<file path="config.mk">
export PLATFORM = sky130hd
export DESIGN_NAME = mux_nch_rr
export DESIGN_NICKNAME = d
export VERILOG_FILES = /design/src/rtl/mux_nch_rr.sv
export SDC_FILE = /design/constraint.sdc
export NUM_CORES = 1
export LEC_CHECK = 0
export ABC_CLOCK_PERIOD_IN_PS = 7900
export CORE_MARGIN = 8
export CORE_UTILIZATION = 35
export DETAILED_ROUTE_END_ITERATION = 10
export GPL_TIMING_DRIVEN = 0
export PLACE_DENSITY = 0.56
export SLEW_MARGIN = 30
export SYNTH_ARGS = -nofsm -noshare
export SYNTH_HDL_FRONTEND = slang
export SYNTH_SLANG_ARGS = --single-unit
export TNS_END_PERCENT = 10
</file>
<file path="constraint.sdc">
create_clock -name clk -period 7.9 [get_ports clk]
set_input_delay 2.37 -clock clk [delete_from_list [all_inputs] [get_ports clk]]
set_output_delay 2.37 -clock clk [all_outputs]
set_load 0.01 [all_outputs]
</file>
<file path="src/rtl/mux_nch_rr.sv">
// N-channel, W-bit multiplexer with a registered output stage, valid/ready handshakes,
// and either fixed-select or round-robin channel choice.
module mux_nch_rr #(
    parameter int N_CH  = 8,
    parameter int W     = 1,
    parameter int SEL_W = $clog2(N_CH)
) (
    input  logic              clk,
    input  logic              rst,
    input  logic              mode,
    input  logic [SEL_W-1:0]  sel,
    input  logic [N_CH*W-1:0] in_data,
    input  logic [N_CH-1:0]   in_valid,
    output logic [N_CH-1:0]   in_ready,
    output logic [W-1:0]      out_data,
    output logic [SEL_W-1:0]  out_chan,
    output logic              out_valid,
    input  logic              out_ready
);

    // Handshake: a word moves on any interface only in a cycle where valid and
    // ready are both high at the rising edge; ready never waits on the edge itself.

    localparam logic [SEL_W:0]   N_CH_L = (SEL_W+1)'(N_CH);
    localparam logic [SEL_W-1:0] LAST   = SEL_W'(N_CH - 1);

    logic [W-1:0]     r_out_data;
    logic [SEL_W-1:0] r_out_chan;
    logic             r_out_valid;
    logic [SEL_W-1:0] r_ptr;

    logic             w_load_en;
    logic             w_sel_ok;
    logic             w_fix_valid;
    logic             w_rr_found;
    logic [SEL_W-1:0] w_rr_idx;
    logic             w_gnt_ok;
    logic [SEL_W-1:0] w_gnt_idx;
    logic             w_grant;
    logic [W-1:0]     w_gnt_data;
    logic [N_CH-1:0]  w_ready;

    assign w_load_en = !r_out_valid || out_ready;

    // Out-of-range select values only exist when N_CH is not a power of two.
    generate
        if (N_CH == (1 << SEL_W)) begin : g_sel_full
            assign w_sel_ok = 1'b1;
        end else begin : g_sel_part
            assign w_sel_ok = ({1'b0, sel} < N_CH_L);
        end
    endgenerate

    assign w_fix_valid = w_sel_ok && in_valid[sel];

    // First valid channel at or after r_ptr, wrapping at N_CH.
    always_comb begin : rr_search
        logic [SEL_W:0] idx;
        w_rr_found = 1'b0;
        w_rr_idx   = '0;
        idx        = '0;
        for (int i = 0; i < N_CH; i++) begin
            idx = {1'b0, r_ptr} + (SEL_W+1)'(i);
            if (idx >= N_CH_L) begin
                idx = idx - N_CH_L;
            end
            if (!w_rr_found && in_valid[idx[SEL_W-1:0]]) begin
                w_rr_found = 1'b1;
                w_rr_idx   = idx[SEL_W-1:0];
            end
        end
    end

    assign w_gnt_ok  = mode ? w_rr_found : w_fix_valid;
    assign w_gnt_idx = mode ? w_rr_idx   : sel;
    assign w_grant   = w_load_en && w_gnt_ok && !rst;

    always_comb begin
        w_gnt_data = '0;
        w_ready    = '0;
        for (int k = 0; k < N_CH; k++) begin
            if (w_gnt_idx == SEL_W'(k)) begin
                w_gnt_data = in_data[k*W +: W];
                w_ready[k] = w_grant;
            end
        end
    end

    assign in_ready = w_ready;

    always_ff @(posedge clk or posedge rst) begin
        if (rst) begin
            r_out_data  <= '0;
            r_out_chan  <= '0;
            r_out_valid <= 1'b0;
        end else if (w_grant) begin
            r_out_data  <= w_gnt_data;
            r_out_chan  <= w_gnt_idx;
            r_out_valid <= 1'b1;
        end else if (out_ready && r_out_valid) begin
            r_out_valid <= 1'b0;
        end
    end

    // The pointer only advances on round-robin grants, so it survives fixed-mode stretches.
    always_ff @(posedge clk or posedge rst) begin
        if (rst) begin
            r_ptr <= '0;
        end else if (w_grant && mode) begin
            r_ptr <= (w_gnt_idx == LAST) ? '0 : w_gnt_idx + 1'b1;
        end
    end

    assign out_data  = r_out_data;
    assign out_chan  = r_out_chan;
    assign out_valid = r_out_valid;

endmodule
</file>
Fig. 1: routed clock nets over the placement
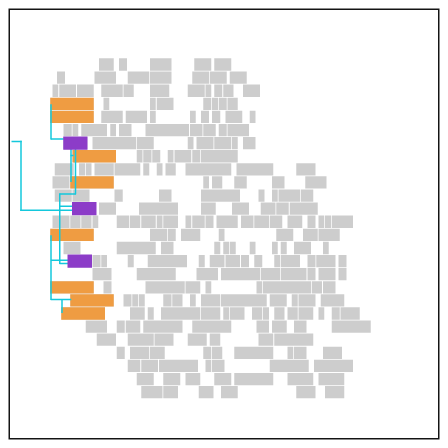
legend:
  cyan:
    item: clock wires
    length: 117 um
  purple:
    item: cells driving clock nets
    count: 3
  orange:
    item: flip-flops
    count: 8
routed clock nets: 4
Clock Power: 0.0469 mW
clock network fraction of design power: 4.2%
skew final: 0.000328 ns

Fig. 2: cells by drive strength
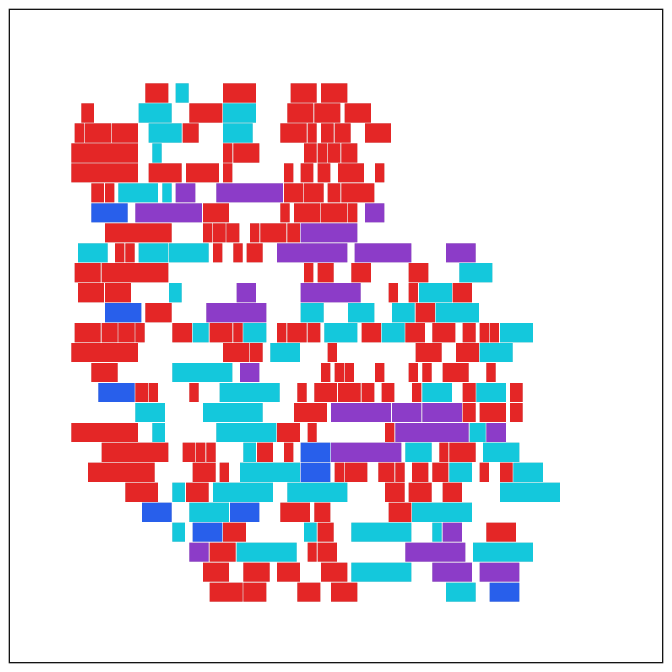
legend:
  red:
    size: drive 1 or less
    cells: 161
    share: 65%
    most_used: clkdlybuf4s50_1
  purple:
    size: drive 3 to 4
    cells: 23
    share: 9.3%
    most_used: buf_4
  blue:
    size: drive 6 and up
    cells: 9
    share: 3.6%
    most_used: buf_6
  cyan:
    size: drive 2
    cells: 54
    share: 22%
    most_used: mux4_2
Final WS setup: -0.0736 ns
area grow syn2layout: 35.4%

Fig. 3: placed cells, one colour a class
Scale bar: 20 um.
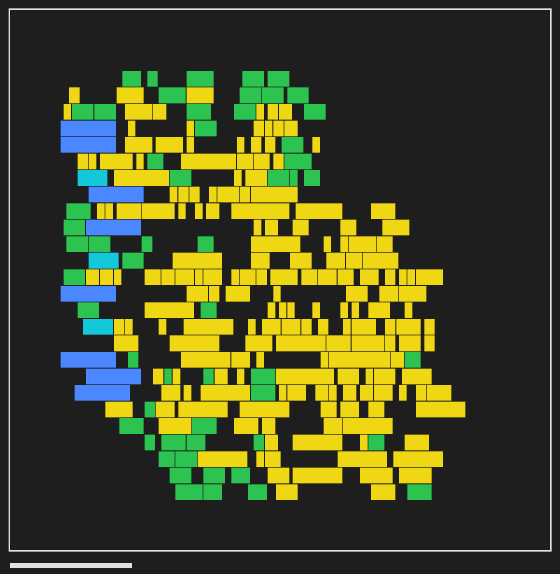
legend:
  cyan:
    class: cells driving clock nets
    cells: 3
    share_of_their_area: 1.7%
  blue:
    class: flip-flops
    cells: 8
    share_of_their_area: 8.2%
  green:
    class: other buffers and delay cells
    cells: 55
    share_of_their_area: 21%
  yellow:
    class: all other logic
    cells: 181
    share_of_their_area: 69%
fin area: 2510 um2
CORE AREA: 5110 um2
row cnt: 26

==> flow_metrics.env <==
# source this file to load flow results
export IMPL_register_area_um2=200
export IMPL_n_all_buffers=55
export IMPL_syn_inst=204
export IMPL_synth_cell_types=57
export IMPL_fin_nets=280
export IMPL_switching_share_pct=49.5
export IMPL_status="complete, but fails checks"
export IMPL_warnings=33
export IMPL_io_buffers=34
export IMPL_hold_ws_ns=0.496
export IMPL_relSlewSlack_pct=57.7
export IMPL_viasPerCell=5.49
export IMPL_clk_path_buf_depth=2
export IMPL_n_antenna_cell=0
export IMPL_critPathBufInv=5
export IMPL_grt_total_usage_pct=13.8
export IMPL_drt_first_iter_violations=127
export IMPL_firstDrtPassIters=6
export IMPL_hold_path_class="reg -> reg"
export IMPL_synthesis_nets=235
export IMPL_leakage_nw=1.00
export IMPL_avgSynthCellArea_um2=9.10
export IMPL_crit_family="buffers and inverters"
export IMPL_flop_cell="dfrtp_1"
export IMPL_cts_tree="yes"
export IMPL_yosys_area_share_simple_pct=19.0
export IMPL_pg_comb_mw=0.991
export IMPL_placed_area_um2=2280
export IMPL_critPathCapture="in_ready[7]"
export IMPL_finalSetupTns_ns=-0.183
export IMPL_combPwrFrac_pct=89.6
export IMPL_comb_multi_input_count=165
export IMPL_post_cts_buffers=5
export IMPL_setup_viol=3
export IMPL_post_place_cells=308
export IMPL_ios=36
export IMPL_maxCapViolCount=0
export IMPL_gp_congestion=0.795
export IMPL_ys_seq_share_pct=10.8
export IMPL_timing_fmax_mhz=125
export IMPL_p_per_area_nw_per_um2=440
export IMPL_wl_per_cell_um=16.9
export IMPL_total_power_mw=1.11
export IMPL_detail_route_antenna_nets=0
export IMPL_cp_slowest_cell="mux4_2"
export IMPL_r2r_cells=22
export IMPL_cts_made_buffers=3
export IMPL_hold_depth=2
export IMPL_fin_cells=317
export IMPL_final_common_cell="clkdlybuf4s50_1"
export IMPL_num_vias=1741
export IMPL_clkCellAreaFrac_pct=1.64
export IMPL_flops=8
export IMPL_power_leader="combinational cells"
export IMPL_grt_pass1_wl_um=8630
export IMPL_taps=70
export IMPL_ys_warn_count=0
export IMPL_seq_power_share_pct=6.1
export IMPL_vdd_ir_drop_max_mv=0.191
export IMPL_cp_max_fo=10
export IMPL_async_reset_ff_share_pct=100
export IMPL_startpoint="in_valid[6]"
export IMPL_cp_depth=15
export IMPL_die_y_um=88.8
export IMPL_ys_flops=8
export IMPL_cts_root_buf="clkbuf_8"
export IMPL_violations="setup timing"
export IMPL_aoi_share_pct=23.8
export IMPL_setup_slack_ns=-0.0736
export IMPL_hold_path_end="out_chan[0]"
export IMPL_r2r_slack_ns=3.20
export IMPL_final_fill_count=496
export IMPL_comb_share_pct=64.7
export IMPL_path_cells="clkdlybuf4s50_1, buf_2, mux4_2, mux2i_4, and3_4, o21ai_2, a211o_1, a32oi_2, mux2i_4, inv_2, ha_1, ha_2, inv_1, nor2_1, clkdlybuf4s15_2"
export IMPL_h_tree_depth=1
export IMPL_logic_family="multiplexers"
export IMPL_dominant_cells="combinational gates"
export IMPL_n_clock_buffer=3
export IMPL_die_area_um2=7890
export IMPL_drc=0
export IMPL_comb_area_um2=1630
export IMPL_timing_rr_start="r_ptr[1]"
export IMPL_layout_min_cycle_time_ns=7.97
export IMPL_r2r_end="out_data"
export IMPL_sh_seq_area_pct=7.96
export IMPL_pg_seq_mw=0.0677
export IMPL_intPower_mw=0.559
export IMPL_crit_path_start_kind="primary input"
export IMPL_grt_max_degree=11
export IMPL_crit_top_cell="mux2i_4"
export IMPL_clock_sinks=8
export IMPL_initial_core_util_pct=36.4
export IMPL_worstSkewPairLatency_ns=0.22
export IMPL_layout_top_cells="clkdlybuf4s50_1 (22), nand2_1 (17), nor2_1 (15)"
export IMPL_gr_total_overflow=0
export IMPL_clk_pin_slew_ns=0.04
export IMPL_crit_arrival_ns=5.60
export IMPL_synth_edff_count=0
export IMPL_ys_chip_area_um2=1860
export IMPL_place_hpwl_um=4150
export IMPL_antenna_found_initial=0
export IMPL_cp_end_kind="output pin"
export IMPL_nNonClkInverters=16
export IMPL_power_switching_mw=0.547
export IMPL_synthMuxAreaShare_pct=30.7
export IMPL_slowest_delay_ns=0.49
export IMPL_final_nonclk_buf_share_pct=19.9
==> synth_stat cells (4+ instances only) <==
cell	n	share of area (%)
mux4_2	11	13
buf_6	4	2.4
and3b_1	4	1.9
mux2i_1	10	5.4
mux2_2	7	4.2
nand2_1	18	3.6
nand3_1	4	1.1
nor2_1	15	3.0
a21oi_1	12	3.2
buf_2	9	2.4
dfrtp_1	8	11
ha_1	8	5.4
inv_1	15	3.0
==> sequential cells by signal, summed over array words and instances (netlist names) <==
name,cells
out_chan,3
r_ptr,3
out_data,1
out_valid,1
==> routing by layer <==
metal	up-vias	track usage, %	part of all wire (%)
met3	4	1.30	3.4
met2	42	22.6	49
met4	0	2.92	0.67
met1	834	18.9	47
li1	861	-	-
met5	-	0	0
Power is estimated from default activity; no workload was simulated.
